$ cat config.mk
export PLATFORM = sky130hd
export DESIGN_NAME = seven_seg_scan
export DESIGN_NICKNAME = d
export VERILOG_FILES = /design/src/rtl/seven_seg_scan.sv
export SDC_FILE = /design/constraint.sdc
export NUM_CORES = 1
export LEC_CHECK = 0
export CELL_PAD_IN_SITES_DETAIL_PLACEMENT = 1
export CELL_PAD_IN_SITES_GLOBAL_PLACEMENT = 2
export CORE_MARGIN = 3
export CORE_UTILIZATION = 41
export DETAILED_ROUTE_END_ITERATION = 10
export GPL_TIMING_DRIVEN = 0
export PLACE_DENSITY_LB_ADDON = 0.1
export SYNTH_ARGS = -nofsm -noshare
export SYNTH_HDL_FRONTEND = slang
export SYNTH_SLANG_ARGS = --single-unit
$ cat constraint.sdc
create_clock -name clk -period 4.05 [get_ports clk]
set_input_delay 0.81 -clock clk [delete_from_list [all_inputs] [get_ports clk]]
set_output_delay 0.81 -clock clk [all_outputs]
set_load 0.1 [all_outputs]
$ cat src/rtl/seven_seg_scan.sv
// seven_seg_scan: 4-digit common-anode 7-segment scanner for an HH:MM display.
// Double-buffers the BCD time word so a frame never tears, blanks all anodes
// for a guard interval at the start of every digit slot, and optionally blinks
// the colon (digit-2 decimal point) when COLON_BLINK_EN is defined.
module seven_seg_scan #(
   parameter int TICKS_PER_DIGIT = 50000,
   parameter int GUARD_TICKS     = 500,
   parameter int LZ_BLANK        = 1
) (
   input  logic        clk,
   input  logic        rst,
   input  logic [15:0] bcd_in,
   input  logic        upd,
   input  logic        sec_pulse,
   output logic [3:0]  an,
   output logic [6:0]  seg,
   output logic        dp,
   output logic        frame_done
);

   localparam int PW = (TICKS_PER_DIGIT > 1) ? $clog2(TICKS_PER_DIGIT) : 1;

   logic [PW-1:0] presc_q, presc_d;
   logic [1:0]    idx_q, idx_d;
   logic [15:0]   pend_q, pend_d;
   logic          pvld_q, pvld_d;
   logic [15:0]   disp_q, disp_d;
   logic          colon_q, colon_d;
   logic [3:0]    an_q, an_d;
   logic [6:0]    seg_q, seg_d;
   logic          dp_q, dp_d;
   logic          fd_q, fd_d;

   logic          tick, boundary, blank;
   logic [3:0]    nib;

   // Active-low segment pattern {g,f,e,d,c,b,a}; non-BCD nibbles show a dash.
   function automatic logic [6:0] bcd2seg(input logic [3:0] n);
      case (n)
         4'd0:    bcd2seg = 7'h40;
         4'd1:    bcd2seg = 7'h79;
         4'd2:    bcd2seg = 7'h24;
         4'd3:    bcd2seg = 7'h30;
         4'd4:    bcd2seg = 7'h19;
         4'd5:    bcd2seg = 7'h12;
         4'd6:    bcd2seg = 7'h02;
         4'd7:    bcd2seg = 7'h78;
         4'd8:    bcd2seg = 7'h00;
         4'd9:    bcd2seg = 7'h10;
         default: bcd2seg = 7'h3F;
      endcase
   endfunction

   assign tick     = (presc_q == PW'(TICKS_PER_DIGIT - 1));
   assign boundary = tick && (idx_q == 2'd3);

   // Scan timing and double-buffer next state; disp only moves at a frame boundary.
   always_comb begin
      presc_d = tick ? '0 : presc_q + 1'b1;
      idx_d   = tick ? idx_q + 2'd1 : idx_q;
      pend_d  = pend_q;
      pvld_d  = pvld_q;
      disp_d  = disp_q;
      if (upd) begin
         pend_d = bcd_in;
         pvld_d = 1'b1;
      end
      if (boundary) begin
         // An update landing on the boundary itself bypasses the pending slot.
         if (upd) begin
            disp_d = bcd_in;
            pvld_d = 1'b0;
         end else if (pvld_q) begin
            disp_d = pend_q;
            pvld_d = 1'b0;
         end
      end
   end

`ifdef COLON_BLINK_EN
   // Colon toggles once per second, giving a 0.5 Hz 50% blink.
   always_comb colon_d = sec_pulse ? ~colon_q : colon_q;
`else
   logic unused_sec_pulse;
   assign unused_sec_pulse = sec_pulse;
   // Colon permanently lit.
   always_comb colon_d = 1'b1;
`endif

   // Pin drive for the current slot, registered one cycle later.
   always_comb begin
      nib   = disp_q[{idx_q, 2'b00} +: 4];
      blank = (presc_q < PW'(GUARD_TICKS)) ||
              ((LZ_BLANK != 0) && (idx_q == 2'd3) && (disp_q[15:12] == 4'd0));
      an_d  = blank ? 4'hF : ~(4'b0001 << idx_q);
      seg_d = blank ? 7'h7F : bcd2seg(nib);
      dp_d  = (!blank && (idx_q == 2'd2)) ? ~colon_q : 1'b1;
      fd_d  = boundary;
   end

   // State and output registers; reset drops the display dark immediately.
   always_ff @(posedge clk or posedge rst) begin
      if (rst) begin
         presc_q <= '0;
         idx_q   <= 2'd0;
         pend_q  <= 16'h0000;
         pvld_q  <= 1'b0;
         disp_q  <= 16'h0000;
         colon_q <= 1'b1;
         an_q    <= 4'hF;
         seg_q   <= 7'h7F;
         dp_q    <= 1'b1;
         fd_q    <= 1'b0;
      end else begin
         presc_q <= presc_d;
         idx_q   <= idx_d;
         pend_q  <= pend_d;
         pvld_q  <= pvld_d;
         disp_q  <= disp_d;
         colon_q <= colon_d;
         an_q    <= an_d;
         seg_q   <= seg_d;
         dp_q    <= dp_d;
         fd_q    <= fd_d;
      end
   end

   assign an         = an_q;
   assign seg        = seg_q;
   assign dp         = dp_q;
   assign frame_done = fd_q;

endmodule

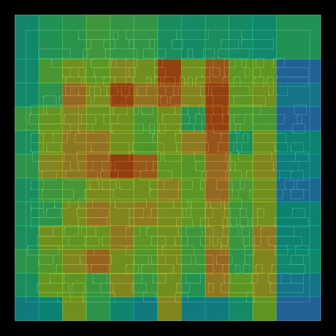
congestion.png
fin util: 53.0%
GRT met1 Usage: 23.0%
GR Layer Usage met2: 23.6%

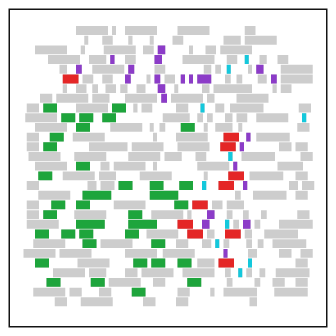
logic_types.png
| family | colour | cells | most used |
|---|---|---|---|
| nand cells | purple | 22 | nand2_1 |
| mux cells | green | 37 | mux2_2 |
| fa/ha/maj cells | red | 10 | ha_1 |
| inv cells | cyan | 10 | inv_1 |

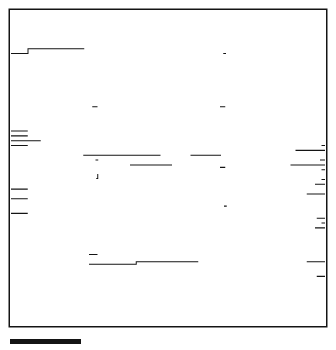
layer_met3.png
Scale bar: 20 µm.
longest straight run: 21.4 µm
main direction: horizontal
nets with wire on the layer: 22

==> flow_summary.toml <==
# flow metrics
[sta]
setup_ws_ps = 1170
setup_violations = 0
tns_ps = 0
layout_min_cycle_time_ps = 2880
clock.fmax_mhz = 347
tightest_slew_ps = 977
clock_skew_ps = 7.82

[synthesis]
synth.cell_area_um2 = 2810
ff_type = "dfrtp_1"
syn_avg_cell_area_um2 = 12.9
syn_inst = 218
yosys.stat.seqShare_pct = 56.7
ys_ff = 63
yosys-top-cells-count = "dfrtp_1 (52), mux2_2 (33), nor2_1 (14)"
ys_cells = 218
syn_nets = 248
top_cell_area_share_pct = 46.4
edf_count = 0
area_leaders = "dfrtp_1 (46%), mux2_2 (13%), dfstp_2 (10%)"

[place]
routabilityCongestion = 0.769
port-buffer-count = 30
dp_hpwl_um = 3880
dp_slack_ps = 1260

[grt]
grt_pass1_wl_um = 9510
grt_pass1_vias = 1871
grt_usage_pct = 16.5
grt_max_degree = 41
met3_usage_pct = 4.28

[die]
fp_util_pct = 43.2
chipArea_um2 = 7870
rows = 29
ios = 33
die_h_um = 88.7

[setup_path]
cp_max_fo = 2
cp_cell_sequence = "buf_4 > clkdlybuf4s50_1"
required_ps = 3240
worstSetupPathType = "reg -> out"

[clock_network]
cts_buffer_depth = 2
cts_buffers = 9
cts_tree = "yes"
htree_levels = 3
root_buffer = "clkbuf_8"
cts_hold_buf = 0

[routing]
viasPerCell = 5.18
drt.antenna.violating_nets = 0
firstDrtPassIters = 4
wl_met1_um = 2680
met3_length_um = 175
drt_iter0_drc = 36
met2_length_um = 2460
avgRoutedWirePerCell_um = 15.8

[power]
switchingPower_mw = 0.285
p_comb_share_pct = 4.4
ir_drop_v = 0.000169
static-leakage-power_nw = 1.47
p_per_area_nw_per_um2 = 380

[run]
warnings = 34

[final_layout]
fill_cells = 677
postLayoutCellArea_um2 = 3440
seq_area_um2 = 1590
final_common_cell = "dfrtp_1"
final_cell_mix = "dfrtp_1 (52), mux2_2 (33), clkdlybuf4s50_1 (30), nor2_1 (14), dfstp_2 (11)"
layoutNonFillerInstCount = 342
antenna_cells = 0
layout.area.comb_um2 = 1130

[worst_hold_path]
hold_path_class = "reg -> reg"

[run_status]
status = "complete, no violations"
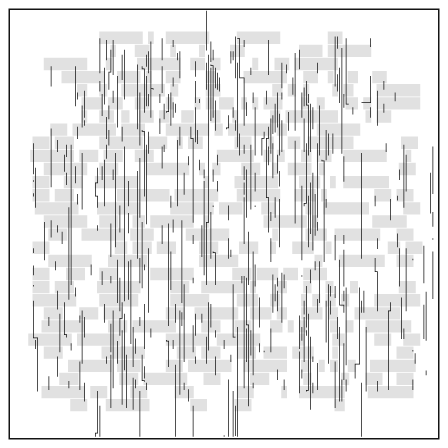
layer_met2.png
longest straight run: 34.7 µm
wire length on this layer: 2460 µm

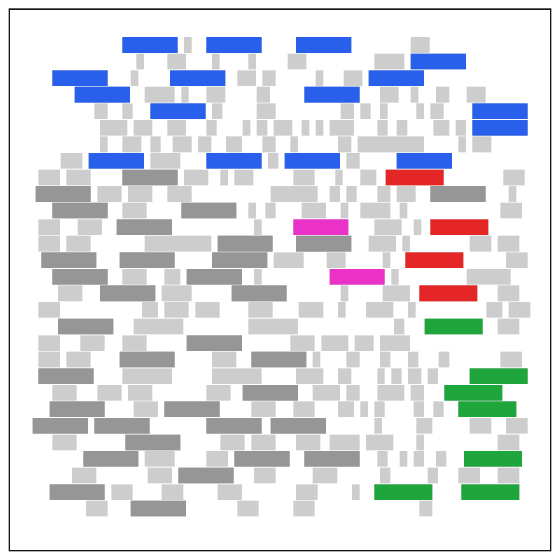
flops_by_reg.png
| netlist name | colour | placed flops |
|---|---|---|
| `an` | red | 4 |
| `idx_q` | magenta | 2 |
| `presc_q` | blue | 16 |
| `seg` | green | 7 |
not coloured: 34

[cells by family (layout without fill, tap and decap cells)]
kind of cell | after synthesis | in the layout | synth area share [%]
buffers and inverters | 19 | 66 | 2.99
muxes | 37 | 37 | 16.5
and+or+nand+nor | 56 | 56 | 11.3
adders and majority gates | 10 | 10 | 4.46
AOI/OAI and AO/OA | 19 | 19 | 3.75
DFF | 63 | 63 | 56.7
xor gates and xnor gates | 14 | 14 | 4.37
[power groups by stage]
stage	clock, mW	combinational (mW)	sequential [mW]
2_1_floorplan	0	0.0311	0.659
3_3_place_gp	0	0.0562	0.660
3_5_place_dp	0	0.0594	0.661
4_1_cts	0.626	0.0594	0.649
5_1_grt	0.660	0.0644	0.650
6_report	0.603	0.0570	0.649
[layout make-up]
class	count	share of cell area (%)
Buffer	9	1.34
Clock buffer	9	3.60
Clock inverter	7	2.80
Inverter	10	1.09
Multi-Input combinational cell	136	32.9
Sequential cell	63	46.2
Tap cell	77	2.80
Timing Repair Buffer	31	9.31
[path summary, 6_finish.rpt]
check	start	end	slack [ps]	cells after the start
min	pend_q[9]	pend_q[9]	490	1
max	an[2]	an[2]	1170	2
max reg2reg	presc_q[12]	disp_q[2]	1700	5
min in group asynchronous	rst	presc_q[6]	830	2
min reg2reg	pend_q[9]	pend_q[9]	490	1
max in group asynchronous	rst	pend_q[3]	2640	3
[worst max-delay path: cells and delay by family (launching register included)]
kind / cells / cell delay, ps
DFF: 1 / 530
buffers and inverters: 2 / 1200
[state kept, by name, summed over array words and instances (netlist names)]
register and count:
pend_q 16, an 4, pvld_q 1, idx_q 2
frame_done 1, disp_q 16, seg 7, presc_q 16
No activity file was given, so power comes from the tool's default toggle rates.
